File: src/rtl/mash_pkg.sv
// Shared constants and helpers for the MASH noise-cancellation network.
package mash_pkg;

    localparam int MAX_ORDER = 4;

    function automatic int ncl_width(input int order);
        return order + 1;
    endfunction

    // Map the runtime order request onto 1..max_order.
    function automatic logic [2:0] clamp_order(input logic [2:0] sel, input int max_order);
        if (sel == 3'd0)
            return 3'd1;
        if (int'(sel) > max_order)
            return 3'(max_order);
        return sel;
    endfunction

endpackage

File: src/rtl/mash_diff_stage.sv
// One differentiating stage: t = c + t_next[n-1] - t_next[n].
// Combinational output, history updates on step; no backpressure (flush clears history).
module mash_diff_stage #(
    parameter int OW = 4
) (
    input  logic                 clk,
    input  logic                 rst_n,
    input  logic                 c,
    input  logic signed [OW-1:0] t_next,
    input  logic                 step,
    input  logic                 flush,
    output logic signed [OW-1:0] t
);

    logic signed [OW-1:0] p;

    assign t = $signed({{(OW-1){1'b0}}, c}) + p - t_next;

    always_ff @(posedge clk or negedge rst_n) begin
        if (!rst_n)
            p <= '0;
        else if (flush)
            p <= '0;
        else if (step)
            p <= t_next;
    end

endmodule

File: src/rtl/mash_ncl_n.sv
// MASH noise-cancellation network with runtime order select, flush and settled flag.
// Latency 1 cycle in_valid -> out_valid; no backpressure, idle cycles hold state.
module mash_ncl_n
    import mash_pkg::*;
#(
    parameter int ORDER = 3,
    parameter int OW    = ncl_width(ORDER)
) (
    input  logic                 clk,
    input  logic                 rst_n,
    input  logic                 in_valid,
    input  logic [ORDER-1:0]     carry,
    input  logic [2:0]           order_sel,
    input  logic                 clear,
    output logic                 out_valid,
    output logic signed [OW-1:0] out_f,
    output logic                 settled
);

    localparam logic [2:0] ORD3 = 3'(ORDER);
    localparam logic [3:0] ORD4 = 4'(ORDER);

    logic [2:0]           n_eff;
    logic [2:0]           order_q;
    logic [2:0]           cnt;
    logic [3:0]           cnt_inc;
    logic                 flush;
    logic                 step;
    logic [ORDER-1:0]     c_m;
    logic signed [OW-1:0] t [1:ORDER];

    assign n_eff   = clamp_order(order_sel, ORDER);
    assign flush   = clear || (n_eff != order_q);
    assign step    = in_valid && !flush;
    assign cnt_inc = {1'b0, cnt} + 4'd1;

    for (genvar k = 0; k < ORDER; k++) begin : g_mask
        assign c_m[k] = carry[k] && (k < int'(n_eff));
    end

    // Masked upper carries keep their stages at zero, so the chain always spans ORDER.
    assign t[ORDER] = $signed({{(OW-1){1'b0}}, c_m[ORDER-1]});

    for (genvar k = 1; k < ORDER; k++) begin : g_stage
        mash_diff_stage #(.OW(OW)) u_stage (
            .clk    (clk),
            .rst_n  (rst_n),
            .c      (c_m[k-1]),
            .t_next (t[k+1]),
            .step   (step),
            .flush  (flush),
            .t      (t[k])
        );
    end

    always_ff @(posedge clk or negedge rst_n) begin
        if (!rst_n) begin
            out_f     <= '0;
            out_valid <= 1'b0;
            settled   <= 1'b0;
            cnt       <= '0;
            order_q   <= ORD3;
        end else if (flush) begin
            out_f     <= '0;
            out_valid <= 1'b0;
            settled   <= 1'b0;
            cnt       <= '0;
            order_q   <= n_eff;
        end else if (step) begin
            out_f     <= t[1];
            out_valid <= 1'b1;
            settled   <= (cnt_inc >= {1'b0, n_eff});
            cnt       <= (cnt_inc > ORD4) ? ORD3 : cnt_inc[2:0];
        end else begin
            out_valid <= 1'b0;
        end
    end

endmodule

File: config.mk
export PLATFORM = sky130hd
export DESIGN_NAME = mash_ncl_n
export DESIGN_NICKNAME = d
export VERILOG_FILES = /design/src/rtl/mash_pkg.sv /design/src/rtl/mash_diff_stage.sv /design/src/rtl/mash_ncl_n.sv
export SDC_FILE = /design/constraint.sdc
export NUM_CORES = 1
export LEC_CHECK = 0
export CORE_UTILIZATION = 35
export DETAILED_ROUTE_END_ITERATION = 12
export GPL_TIMING_DRIVEN = 0
export PLACE_DENSITY = 0.68
export SLEW_MARGIN = 20
export SYNTH_ARGS = -nofsm -noshare
export SYNTH_HDL_FRONTEND = slang
export SYNTH_SLANG_ARGS = --single-unit
File: constraint.sdc
create_clock -name clk -period 2 [get_ports clk]
set_clock_uncertainty 0.2 [all_clocks]
set_input_delay 0.2 -clock clk [delete_from_list [all_inputs] [get_ports clk]]
set_output_delay 0.2 -clock clk [all_outputs]
set_load 0.03 [all_outputs]
Figure 1. Sizing map (run 1).
Scale bar: 20 µm.
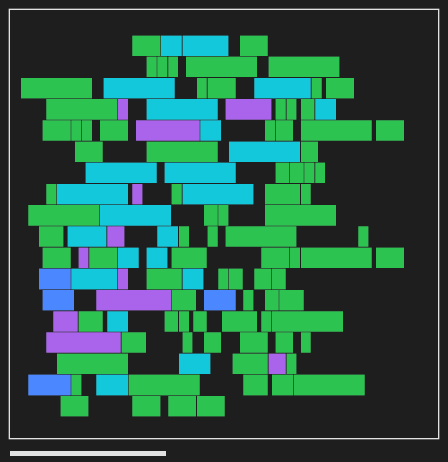
Cyan is x3 and x4, cells 22, most used ha_4. Green is x1 and smaller, cells 85, most used nor2_1. Purple is x2, cells 11, most used inv_2. Blue is x6 and larger, cells 4, most used buf_6.

Figure 2. Sequential cells grouped by signal name (run 1).
Scale bar: 20 µm. Other sequential cells in the stronger gray, the rest of the logic in the fainter gray.
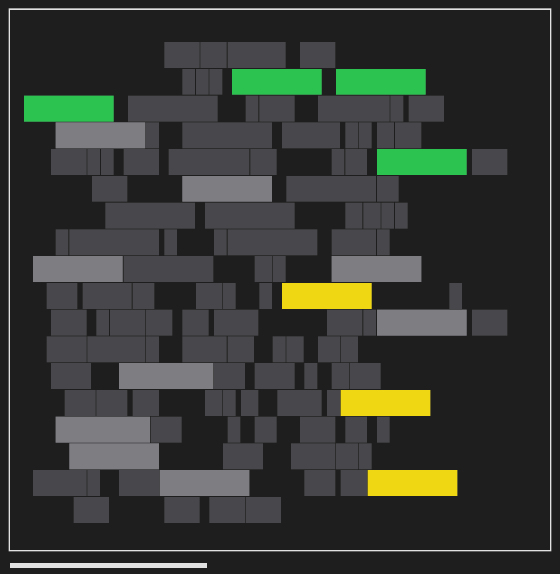
Green is out_f, placed flops 4. Yellow is cnt, placed flops 3.

==> summary.txt, run 1 <==
State of the implementation.

- OpenROAD emitted warnings numbering 29.
- STA reports the tightest min-delay check as being of type input pin to flop.
- The most common logic cell in the routed design is sky130_fd_sc_hd__nor2_1, for reference.
- The share of flip-flops with an asynchronous set or reset after synthesis is 100%, for reference.
- The later-pin clock latency in the skew report is 0.29 ns, for reference.
- The most repeated cell in the gate-level netlist after synthesis is sky130_fd_sc_hd__nor2_1, for reference.
- Summing all placed instances gives a cell area of around 1300 µm².
- The share of the cycle needed by the critical path after routing is 111%, for reference.
- The largest registers in the layout are g_stage.u_stage.p (4), out_f (4).
- The STA report counts the stages on the worst setup path as 12.
- The adder-cell share of the synthesized area is 18.6%, for reference.
- The final timing report counts setup violations totalling 3.
- The relative slew slack is between 50% and 60%, for reference.
- The number of pins with negative max-slew slack in the final report is 0, for reference.
- The run finished, with violations left.
- The signal on the critical path passes through buf_8 -> a21oi_4 -> nor2b_4 -> ha_4 -> inv_2 -> ha_4 -> inv_2 -> ha_4 -> ha_4 -> fa_2 -> xnor2_2 -> a211oi_4.
- The iteration count of the initial detailed-routing pass is 4, for reference.
- The number of buffers inserted by post-CTS setup repair is 2, for reference.
- The final setup slack of the worst path is -0.211 ns, for reference.
- The share of synthesized area in the top cell type comes to between 30% and 40%.
- The final-stage net count is roughly 150, for reference.
- The detailed-routing wirelength on met1 is 845 µm, for reference.
- The final worst hold slack is slightly above 0.006 ns, for reference.
- The worst path in the final design needs a cycle of 2.21 ns, including I/O delays and setup.
- 0 antenna diodes ended up in the layout.
- The plain and repair buffers instantiated in the layout total 23.
- Measured in cells, the most critical reg-to-reg path has a length of 7.
- The sequential power is 340 µW, for reference.
- The number of clock-tree buffers in the layout is 4, for reference.
- The highest-power group is sequential cells, for reference.
- Summing every instance area after synthesis gives roughly 1000 µm².
- The last element of the critical path is out_f[2], for reference.
- The initial antenna violation count is 0, for reference.
- The number of clock buffers inserted by TritonCTS is 3, for reference.
- The starting DRC count in detailed routing is 9, for reference.
- The number of cells on the worst hold path is 4, for reference.
- For this design, the slowest cell found on the critical path is sky130_fd_sc_hd__fa_2.
- Sequential cells placed in the final layout were counted as 16.
- The worst setup path is captured at a flop.
- Setup repair after global routing could not meet its margin everywhere.
- By area, the class that comes first in the final layout consists of combinational gates.
- Data on the critical path arrives at its endpoint at between 2 and 2.5 ns.
- The uppermost layer routed is met4, for reference.
- In this design, the critical path's most frequently occurring cell is sky130_fd_sc_hd__ha_4.
- Registers represent a cell area share of a little under 30%.
- The global routing met2 resource utilization is 26.5%, for reference.
- The cell type with the highest aggregate area in the netlist is sky130_fd_sc_hd__dfrtp_1, for reference.
- The cell-mix breakdown from Yosys lists the XOR/XNOR area share as between 3 and 4%.
- The primary flip-flop cell chosen by synthesis mapping is sky130_fd_sc_hd__dfrtp_1, for reference.
- The global-route wire length before repair is between 3000 and 4000 µm, for reference.
- The checks that failed: setup timing.
- The Yosys step of the flow raised 0 warnings.
- The length of routed met3 wiring is 73 µm, for reference.
- The overall die size recorded for this design is between 3000 and 4000 µm².
- The number of antenna-violating nets in the routed design is 0, for reference.
- For this run, combinational gates with multiple inputs come to 70.
- By area, the combinational part of the netlist is dominated by adder cells.
- The floorplan has 18 rows.
- The number of buffers added to fix hold violations after cts is 1, for reference.
- Note, the detailed placer reported a final HPWL of approximately 1400 µm.
- The CTS tree is done, for reference.
- According to the timing report, the data required time at the worst endpoint equals ~2.0 ns.
- The transition at the pin with the smallest max-transition slack is 0.734 ns, for reference.
- The startpoint of the worst register-to-register path is g_stage[2].u_stage.p[0], for reference.
- The total overflow left after global routing is 0.
- The clock distribution area overhead in the final layout is 1.89%, for reference.
- The final-layout non-clock buffer area share is 15.3%, for reference.
- The count of placed standard cells in the final layout, fillers left out is ~150, for reference.
- The endpoint of the lowest-slack register-to-register path is out_f[2], for reference.
- met1 track demand over resource after global routing is about 19%.
- The multi-input combinational cell area is between 600 and 700 µm², for reference.
- The synthesized flop and latch total is 16, for reference.
- Measured along the y axis, the die boundary spans approximately 55 µm.
- The final layout contains routed wiring with a total length of 1930 µm.
- The met3 layer usage reported by global route is approximately 2.5%, for reference.
- Before CTS, the worst setup slack after placement is -1.04 ns.
Figure 3. Wire density map (run 1).
The die is cut into 11 by 11 equal tiles; dark blue is low, red is high, scaled to the fullest tile. Values are wire area over tile area, all layers added.
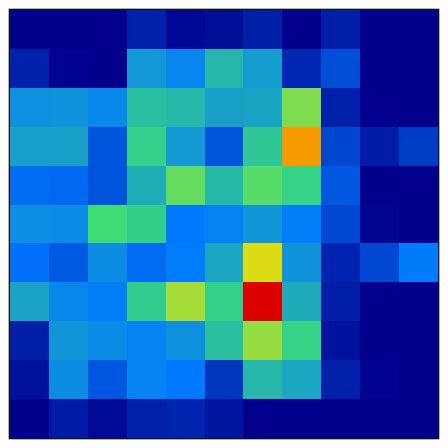
The emptiest ninth of the die: lower right. 7.4% of the tiles are over half the peak. 24% of the tiles are nearly empty. The mean over all tiles is 0.10.
routed len/inst: 12.7 µm
via total after detailed routing: 775

==> run 1 -> run 2 <==
- CORE_UTILIZATION: 35 -> 40
- PLACE_DENSITY: 0.68 -> 0.73
- SYNTH_HIERARCHICAL: not set -> 1
==> summary.txt, run 2 <==
State of the implementation.

- The post-synth area from yosys stat is about 1300 µm², for reference.
- STA on the placed design reports a worst setup slack of -1.57 ns.
- The primary flip-flop cell chosen by synthesis mapping is sky130_fd_sc_hd__dfrtp_1, for reference.
- The maximum number of pins on one net before global-route repair is 21, for reference.
- The worst path buffer plus inverter count is 7, for reference.
- The top achievable clock speed is about 350 MHz, for reference.
- The number of clock-tree buffers in the layout is 4, for reference.
- about 90 cells are multi-input combinational gates.
- The clock network power is 200 µW, for reference.
- The post-synth count of flops with an enable pin is 0.
- Global routing finished with a remaining overflow of 0.
- The starting DRC count in detailed routing is 15, for reference.
- Max-slew check failures listed in the final report amount to 0.
- Per the synth stats, the proportion of register bits with asynchronous set or reset is 100%.
- Checking hold timing, the worst path is listed with class input pin to flop.
- STA classifies the critical path endpoint as a flop.
- Per STA, the worst path is made up of inv_2 -> ha_4 -> inv_2 -> ha_4 -> inv_2 -> fa_2 -> inv_2 -> inv_2 -> ha_4 -> inv_2 -> fa_2 -> inv_2 -> mux2i_1 -> nor2_1.
- Looking at area per cell type in the netlist, the leader is sky130_fd_sc_hd__dfrtp_1.
- The synthesized netlist cell count is ~130, for reference.
- The largest fanout on the critical path is 2, for reference.
- The fraction of synthesized area in multiplexers is under 10%, for reference.
- The die extent in y is 59.0 µm, for reference.
- In the log, the iteration count for the first detailed-route pass is 4.
- The routed design shows a via density per instance of 4.71.
- The run finished, with violations left.
- The largest non-sequential cell family by area is adder cells, for reference.
- The area share of the largest cell type after synthesis is roughly a third, for reference.
- The clock distribution area overhead in the final layout is around 1.5%, for reference.
- After detailed placement, the design holds a cell count of about 190.
- According to the timing report, the critical path is launched from g_stage[2].u_stage/p[0].
- After routing, the total negative slack on setup checks comes to -2.45 ns.
- Yosys reported a register bit count of 20.
- The number of cells on the worst hold path is 3, for reference.
- The chip occupies between 3000 and 4000 µm².
- Routing resource usage on met1 recorded by global route was 21.2%.
- After Yosys synthesis, XOR and XNOR cells account for 7.42% of the synthesized area.
- The arrival time at the worst endpoint is ~2.8 ns, for reference.
- The most common logic cell in the routed design is sky130_fd_sc_hd__dfrtp_1, for reference.
- The last element of the critical path is out_f[1], for reference.
- The number of buffers added to fix hold violations after cts is 2, for reference.
- The clock sink count is 20, for reference.
- The number of resized instances in the post-cts repair step is 26, for reference.
- The flow reported a cell area power density of around 520 nW/µm².
- The register with the most flip-flops in the layout has 8 of them.
- The most congested layer reported by global routing is met2, for reference.
- The switching portion of total power comes to 29.9%.
- The later-pin clock latency in the skew report is 0.30 ns, for reference.
- The global-route wire length before repair is 4280 µm, for reference.
- The type of the setup path with the least slack is flop to flop, for reference.
- In this run the tools logged warnings totalling 29.
- The checks that failed: setup timing.
- Across all layers, the routed design uses between 900 and 1000 vias.
- Once the floorplan was initialized, standard cells occupied a little over two fifths of the core.
- The slew check shows that the tightest pin keeps a relative margin of between 60% and 70%.
- The synthesized netlist devotes between 6 and 7% of its cell area to compound gates.
- The share of the cycle needed by the critical path after routing is 142%, for reference.
- The post-synth design cell area is between 1000 and 1500 µm², for reference.
- The worst min-delay path startpoint is order_sel[2], for reference.
- The number of global-route vias before repair came to ~940.
- The internal portion of total power is about 630 µW, for reference.
- The required arrival time at the worst endpoint is approximately 2 ns, for reference.
- The uppermost layer routed is met3, for reference.
- Routing resource usage on met2 recorded by global route was 28.9%.
- The number of buffers inserted by post-CTS setup repair is 2, for reference.
- The largest registers in the layout are g_stage.u_stage/p (8), out_f (4).
- The detail route stage leaves a number of antenna-violating nets equal to 0.
- The finished layout cell area is between 1500 and 2000 µm², for reference.
- The endpoint of the lowest-slack register-to-register path is out_f[1], for reference.
- The share of total power dissipated in sequential elements is between 40% and 50%.
- The final setup slack of the worst path is -0.845 ns, for reference.
- The count of yosys warnings during synthesis is 6, for reference.
- Once placement finished, the instance area stood at roughly 1600 µm².
- Grouping stages by cell kind, the critical path spends the most delay in adder cells.
- The highest-power group is sequential cells, for reference.
- The antenna cell count is 0, for reference.
- The number of different library cells used by synthesis comes to 29.
- The number of hold violations in the final report is 0, for reference.
- The most prevalent standard cell on the critical path is sky130_fd_sc_hd__inv_2, for reference.
- The simple-gate area share of the yosys netlist is 11.1%, for reference.
- Counting the buffers created by CTS gives 3.
- By instance count, the leading cell after synthesis is sky130_fd_sc_hd__inv_1.
- The final worst hold slack is ~0.031 ns, for reference.
- Per the area breakdown, the dominant cell category is combinational gates.
- The total DRC errors in the routed layout is 0, for reference.
- The met3 layer usage reported by global route is between 2 and 3%, for reference.
- In the final routed layout, each cell accounts on average for around 13 µm.
- The highest-delay cell along the critical path is sky130_fd_sc_hd__fa_2, for reference.
- Setup repair after global routing could not meet its margin everywhere.
- The sequential cell count is 20, for reference.
- Counting along the longest clock path gives a buffer depth of 2.
- The final-layout non-clock buffer area share is 11.5%, for reference.
- The number of cells on the worst reg-to-reg path is 14, for reference.
- Detailed placement finished with a half-perimeter wire length of 1790 µm.
- The time the final worst path needs with I/O delays and setup is between 2 and 3 ns, for reference.
- The final report lists the setup-violating endpoint count as 3.
- The logic depth of the worst path, buffers included is 14, for reference.
- The number of maximum-capacitance violations is 0, for reference.
- Looking at the hold checks, the worst path lands on order_q[1].
- For this run, the post-layout net count is around 190.
- The root buffer selected by CTS is sky130_fd_sc_hd__clkbuf_4, for reference.
- Per report_power, the clock group accounts for ~22% of the total.
- The initial antenna violation count is 0.
- In the post-synthesis netlist, the biggest area contributors are sky130_fd_sc_hd__dfrtp_1 35%, sky130_fd_sc_hd__ha_1 15%, sky130_fd_sc_hd__mux2i_1 9.2%, sky130_fd_sc_hd__inv_1 5.5%, sky130_fd_sc_hd__nor2_1 5.2%.
- The synthesized netlist devotes a little under a fifth of its cell area to adder and majority cells.
- STA lists the startpoint of the worst register-to-register path as g_stage[2].u_stage/p[0].
- The number of cells reported by Yosys stat comes to approximately 130.
- The length of routed met3 wiring is roughly 59 µm, for reference.
- The final wirelength is ~2500 µm, for reference.
- The switching component of the power was reported as about 270 µW.
- At the end of routability-driven placement, the weighted congestion stood at just under 0.8.
- Non-clock buffers in the final layout number 23.
- In the final layout, the multi-input gates occupy around 880 µm².
- In the per-layer summary, the met1 wirelength comes to between 1000 and 1500 µm.
- At the pin with the least slew margin, the transition time is a little under 0.6 ns.
- The CTS tree is done, for reference.
Figure 4. Placement view (run 2).
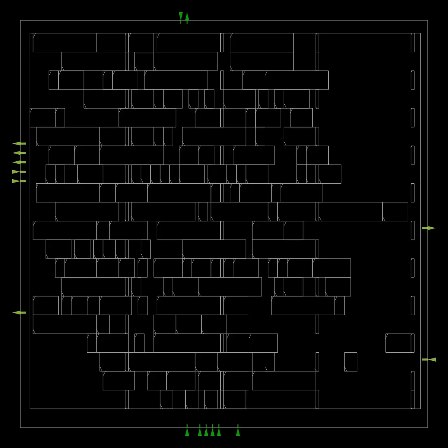
Seq area share: 29.0%
number of rows in the core area: 20
area inside the core boundary: 3080 µm²
count of filler cells inserted in the layout: 254
number of cells in the finished layout apart from fillers: 200

Figure 5. Sequential cells grouped by signal name (run 2).
Scale bar: 20 µm. Other sequential cells in the stronger gray, the rest of the logic in the fainter gray.
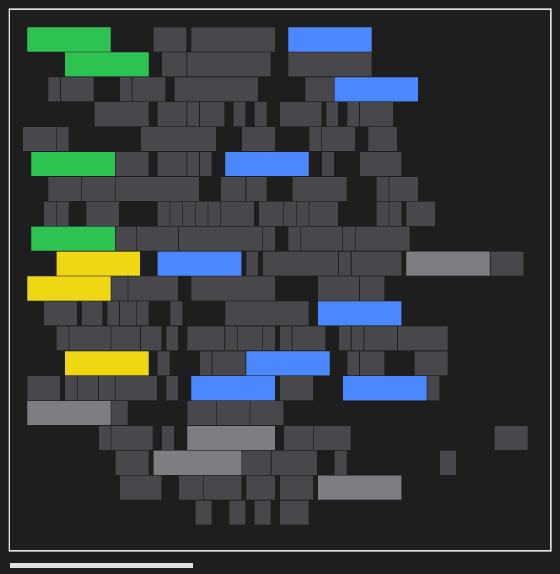
Green is out_f, placed flops 4, where upper left. Blue is g_stage.u_stage/p, placed flops 8. Yellow is cnt, placed flops 3.
Another 5 sequential cells are not colored.
register area: 503 µm²
power attributed to sequential cells: 421 µW
end-of-flow core utilization: 56.3%

Power and IR drop assume default switching activity.
